### src/rtl/chacha_stream_feeder.sv
// Stream front-end for chacha_core: packs 32-bit plaintext words into 512-bit blocks,
// sequences init/next with a running block counter and serialises the ciphertext back out.
module chacha_stream_feeder #(
  parameter int TIMEOUT = 1024
) (
  input  logic         clk,
  input  logic         reset_n,
  input  logic         cfg_load,
  input  logic [255:0] cfg_key,
  input  logic [63:0]  cfg_iv,
  input  logic [63:0]  cfg_ctr0,
  input  logic         s_valid,
  output logic         s_ready,
  input  logic [31:0]  s_data,
  input  logic         s_last,
  output logic         m_valid,
  input  logic         m_ready,
  output logic [31:0]  m_data,
  output logic         m_last,
  output logic         core_init,
  output logic         core_next,
  output logic [255:0] core_key,
  output logic [63:0]  core_ctr,
  output logic [63:0]  core_iv,
  output logic [511:0] core_data_in,
  input  logic         core_ready,
  input  logic         core_data_out_valid,
  input  logic [511:0] core_data_out,
  output logic         busy,
  output logic         ctr_wrap,
  output logic         timeout_err
);

  // Handshakes: a word moves on s/m only in a cycle where valid and ready are both high;
  // a producer holding valid keeps its data/last unchanged until that cycle.
  typedef enum logic [1:0] {S_COLLECT, S_ISSUE, S_WAIT, S_DRAIN} state_e;

  localparam int TW = $clog2(TIMEOUT + 1);

  state_e         state_q, state_d;
  logic [3:0]     idx_q, idx_d;
  logic [4:0]     nwords_q, nwords_d;
  logic           last_flag_q, last_flag_d;
  logic           first_blk_q, first_blk_d;
  logic [63:0]    ctr_q, ctr_d;
  logic [63:0]    iv_q, iv_d;
  logic [255:0]   key_q, key_d;
  logic [511:0]   blk_in_q, blk_in_d;
  logic [511:0]   blk_out_q, blk_out_d;
  logic           ctr_wrap_q, ctr_wrap_d;
  logic           timeout_err_q, timeout_err_d;
  logic [TW-1:0]  tmo_q, tmo_d;
  logic           final_word;
  logic [31:0]    out_word;

  assign final_word = (({1'b0, idx_q} + 5'd1) == nwords_q);
  assign busy       = (state_q != S_COLLECT) || (idx_q != 4'd0);

  always_comb begin
    out_word = '0;
    for (int k = 0; k < 16; k++) begin
      if (idx_q == 4'(k)) out_word = blk_out_q[511-32*k -: 32];
    end
  end

  always_comb begin
    state_d       = state_q;
    idx_d         = idx_q;
    nwords_d      = nwords_q;
    last_flag_d   = last_flag_q;
    first_blk_d   = first_blk_q;
    ctr_d         = ctr_q;
    iv_d          = iv_q;
    key_d         = key_q;
    blk_in_d      = blk_in_q;
    blk_out_d     = blk_out_q;
    ctr_wrap_d    = ctr_wrap_q;
    timeout_err_d = timeout_err_q;
    tmo_d         = tmo_q;
    s_ready       = 1'b0;
    core_init     = 1'b0;
    core_next     = 1'b0;

    if (cfg_load && !busy) begin
      key_d         = cfg_key;
      iv_d          = cfg_iv;
      ctr_d         = cfg_ctr0;
      first_blk_d   = 1'b1;
      ctr_wrap_d    = 1'b0;
      timeout_err_d = 1'b0;
    end

    unique case (state_q)
      S_COLLECT: begin
        s_ready = 1'b1;
        if (s_valid) begin
          // The first word of a block clears the buffer so short blocks carry zero padding.
          if (idx_q == 4'd0) blk_in_d = '0;
          for (int k = 0; k < 16; k++) begin
            if (idx_q == 4'(k)) blk_in_d[511-32*k -: 32] = s_data;
          end
          idx_d = idx_q + 4'd1;
          if (idx_q == 4'd15 || s_last) begin
            nwords_d    = {1'b0, idx_q} + 5'd1;
            last_flag_d = s_last;
            idx_d       = '0;
            state_d     = S_ISSUE;
          end
        end
      end
      S_ISSUE: begin
        if (core_ready) begin
          core_init   = first_blk_q;
          core_next   = !first_blk_q;
          first_blk_d = 1'b0;
          tmo_d       = '0;
          state_d     = S_WAIT;
        end
      end
      S_WAIT: begin
        if (core_data_out_valid) begin
          blk_out_d = core_data_out;
          ctr_d     = ctr_q + 64'd1;
          if (&ctr_q) ctr_wrap_d = 1'b1;
          state_d   = S_DRAIN;
        end else if (tmo_q == TW'(TIMEOUT - 1)) begin
          // Core never answered: drop the block and restart the key schedule with init.
          timeout_err_d = 1'b1;
          first_blk_d   = 1'b1;
          idx_d         = '0;
          state_d       = S_COLLECT;
        end else begin
          tmo_d = tmo_q + TW'(1);
        end
      end
      S_DRAIN: begin
        if (m_ready) begin
          if (final_word) begin
            idx_d   = '0;
            state_d = S_COLLECT;
          end else begin
            idx_d = idx_q + 4'd1;
          end
        end
      end
      default: state_d = S_COLLECT;
    endcase
  end

  always_ff @(posedge clk or negedge reset_n) begin
    if (!reset_n) begin
      state_q       <= S_COLLECT;
      idx_q         <= '0;
      nwords_q      <= '0;
      last_flag_q   <= 1'b0;
      first_blk_q   <= 1'b1;
      ctr_q         <= '0;
      iv_q          <= '0;
      key_q         <= '0;
      blk_in_q      <= '0;
      blk_out_q     <= '0;
      ctr_wrap_q    <= 1'b0;
      timeout_err_q <= 1'b0;
      tmo_q         <= '0;
    end else begin
      state_q       <= state_d;
      idx_q         <= idx_d;
      nwords_q      <= nwords_d;
      last_flag_q   <= last_flag_d;
      first_blk_q   <= first_blk_d;
      ctr_q         <= ctr_d;
      iv_q          <= iv_d;
      key_q         <= key_d;
      blk_in_q      <= blk_in_d;
      blk_out_q     <= blk_out_d;
      ctr_wrap_q    <= ctr_wrap_d;
      timeout_err_q <= timeout_err_d;
      tmo_q         <= tmo_d;
    end
  end

  assign m_valid      = (state_q == S_DRAIN);
  assign m_data       = m_valid ? out_word : 32'd0;
  assign m_last       = m_valid && last_flag_q && final_word;
  assign core_key     = key_q;
  assign core_iv      = iv_q;
  assign core_ctr     = ctr_q;
  assign core_data_in = blk_in_q;
  assign ctr_wrap     = ctr_wrap_q;
  assign timeout_err  = timeout_err_q;

endmodule

### config.mk
export PLATFORM = sky130hd
export DESIGN_NAME = chacha_stream_feeder
export DESIGN_NICKNAME = d
export VERILOG_FILES = /design/src/rtl/chacha_stream_feeder.sv
export SDC_FILE = /design/constraint.sdc
export NUM_CORES = 2
export LEC_CHECK = 0
export ABC_CLOCK_PERIOD_IN_PS = 3500
export CORE_AREA = 2 2 723 725
export CTS_CLUSTER_SIZE = 14
export DETAILED_ROUTE_END_ITERATION = 8
export DIE_AREA = 0 0 725 727
export MAX_ROUTING_LAYER = met4
export PLACE_DENSITY = 0.3
export SLEW_MARGIN = 15
export SYNTH_ARGS = -nofsm -noshare
export SYNTH_HDL_FRONTEND = slang
export SYNTH_SLANG_ARGS = --single-unit
### constraint.sdc
create_clock -name clk -period 3.5 [get_ports clk]
set_input_delay 0.7 -clock clk [delete_from_list [all_inputs] [get_ports clk]]
set_output_delay 0.7 -clock clk [all_outputs]
set_load 0.05 [all_outputs]
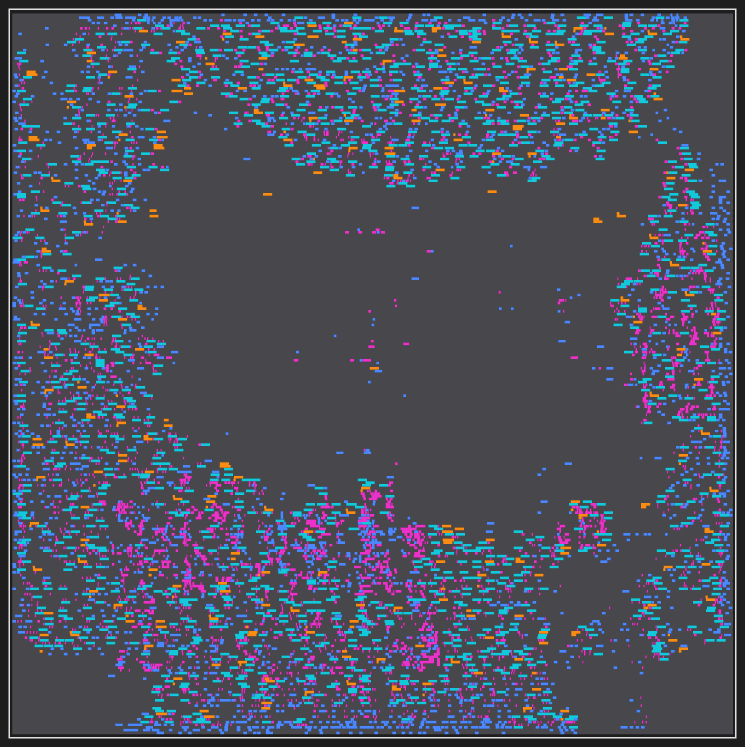
class_map.png
Drawn at 1 px/um. Fill, decap, tap and diode cells in gray.
| class | color | cells | share of their area |
|---|---|---|---|
| clock drivers and dummy loads | orange | 368 | 7.6% |
| sequential cells | cyan | 1434 | 40% |
| remaining logic cells | magenta | 4369 | 25% |
| remaining buffers and delay cells | blue | 2435 | 27% |

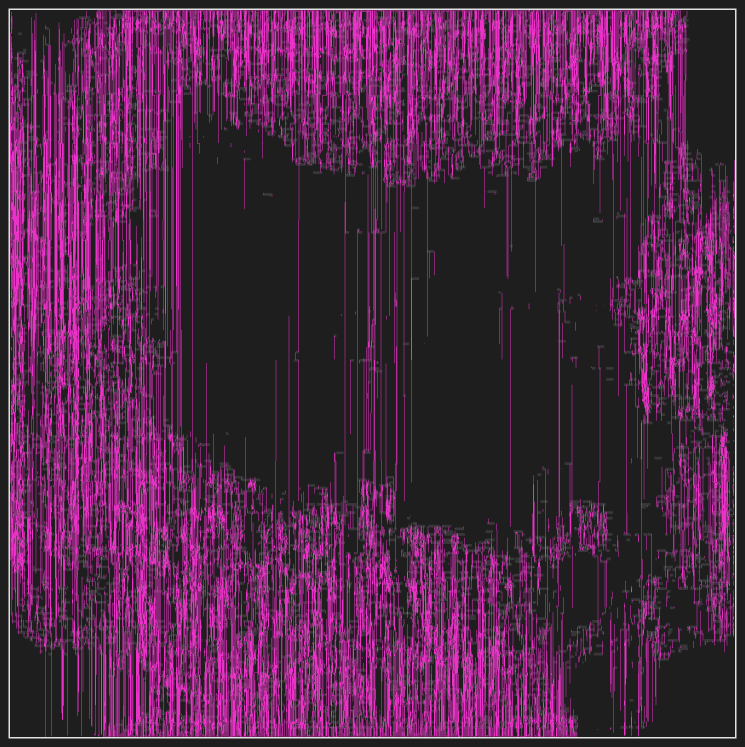
m2.png
Drawn at 1 px/um.
share of all routed wire: 53%
wire length on this layer: 260 mm
main direction: vertical

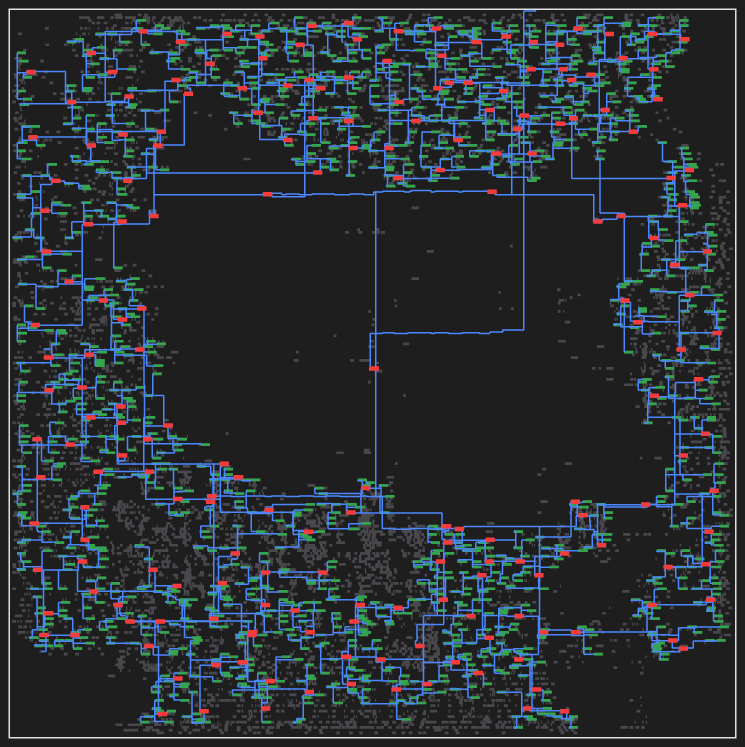
clock_wires.png
Drawn at 1 px/um.
[clock wires] blue | length: 29.0 mm
[clock-net drivers] red | count: 204
[flip-flops] green | count: 1434
routed clock nets: 205
flops lie: all over the die

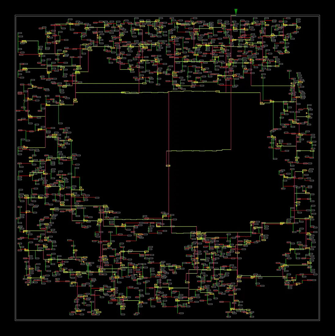
clock_nets.png
registers: 1434
Clk power: 21.8 mW
Late-Pin Clk Latency: 920 ps
Final Skew: 81.7 ps

==> run_results.csv <==
group,metric,value,unit
run_status,run_status,"complete, but fails checks",
run_status,violations,"setup timing",
drt,wl_per_cell,31.2,um
setup_path,max_stage_delay,450,ps
yosys,synth-xor-area-share,0.212,%
die,dieArea,527000,sq um
clock_tree,ctsHoldBuffers,1,
place,post-place-ws,-742,ps
power,power.share.clock,23.2,%
power,vdd_drop_max,0.456,mV
die,boundaryPins,1872,
clock_tree,post_cts_buffers,40,
job,warning_count,46,
final_timing,min_period,4260,ps
place,globalplace.congestion,0.920,
setup_path,reg2regPathDepth,20,
setup_path,endpoint,"m_data[21]",
global_routing,grt_pass1_wl,632000,um
yosys,muxShareOfSynthArea,0.0913,%
final_timing,setup_viol,33,
final_timing,worst_slack,-757,ps
global_routing,antenna_found_initial,212,
global_routing,grt_pass1_vias,60585,
min_path,min_to,"core_key[130]",
yosys,ys_chip_area,58900,sq um
finish,nonClkBufAreaFrac,24.7,%
finish,final_util,19.1,%
yosys,top_area_cell,"dfrtp_1",
final_timing,slew_viol_final,0,
power,comb_power,43.9,mW
global_routing,grt_max_degree,118,
drt,met2_length,260000,um
finish,clock_area_share,6.87,%
final_timing,hold_violations,0,
yosys,synthArstFlopShare,100,%
place,placed_area,90000,sq um
final_timing,worstMarginPinSlew,1200,ps
drt,routed_wl,490000,um
drt,routed.top_layer,"met4",
drt,dr_total_vias,58512,
setup_path,r2r_start,"idx_q[1]",
setup_path,end_kind,"primary output",
finish,nClkBuffers,291,
finish,logic_area,22900,sq um
drt,viasPerCell,3.73,
drt,drc,0,
min_path,min_delay_path_depth,3,
setup_path,cp.depth,12,
min_path,hold_path_class,"in2reg",
die,num_tap_cells,6942,
setup_path,timing_worst_setup_path_type,"reg2out",
yosys,ys_cells,6272,
setup_path,path_cells,"buf_6 > ha_4 > buf_12 > or2_4 > buf_6 > a21o_4 > buf_6 > a2111oi_4 > buf_6 > o21ai_4 > a21boi_2 > buf_12",
die,fp.dieH,727,um
yosys,edf_count,0,
clock_tree,clkTransAtPathRegs,60,ps
finish,multi_input_comb_cells,4343,
setup_path,startpoint_type,"flip-flop",
final_timing,finalSetupTns,-20100,ps
die,dieWidth,725,um
finish,final_area,99400,sq um
final_timing,fin_hold_ws,312,ps
setup_path,slowest_stage,"dfrtp_2",
global_routing,grt.overflow.total,0,
clock_tree,cts_resized,278,
yosys,synth.cellmix.simpleShare,21.8,%
finish,largest_class,"sequential cells",
die,rows,265,
setup_path,crit_top_cell,"buf_6",
yosys,top_area_share,60.9,%
die,core_region_area,519000,sq um
setup_path,cp-startpoint,"idx_q[1]",
finish,area.sequential,35900,sq um
yosys,top_cell,"nand2_1",
setup_path,crit_buf_inv,6,
die,fp_util,11.3,%
min_path,holdCritStartpoint,"cfg_key[130]",
yosys,ys_ff,1434,
yosys,aoi_share,13.6,%
global_routing,grt_use_met3,4.61,%
finish,final_nets,9390,
yosys,syn_inst,6272,
yosys,synthFlopType,"dfrtp_1",
power,p_int,49.6,mW
Power and IR drop assume default switching activity.
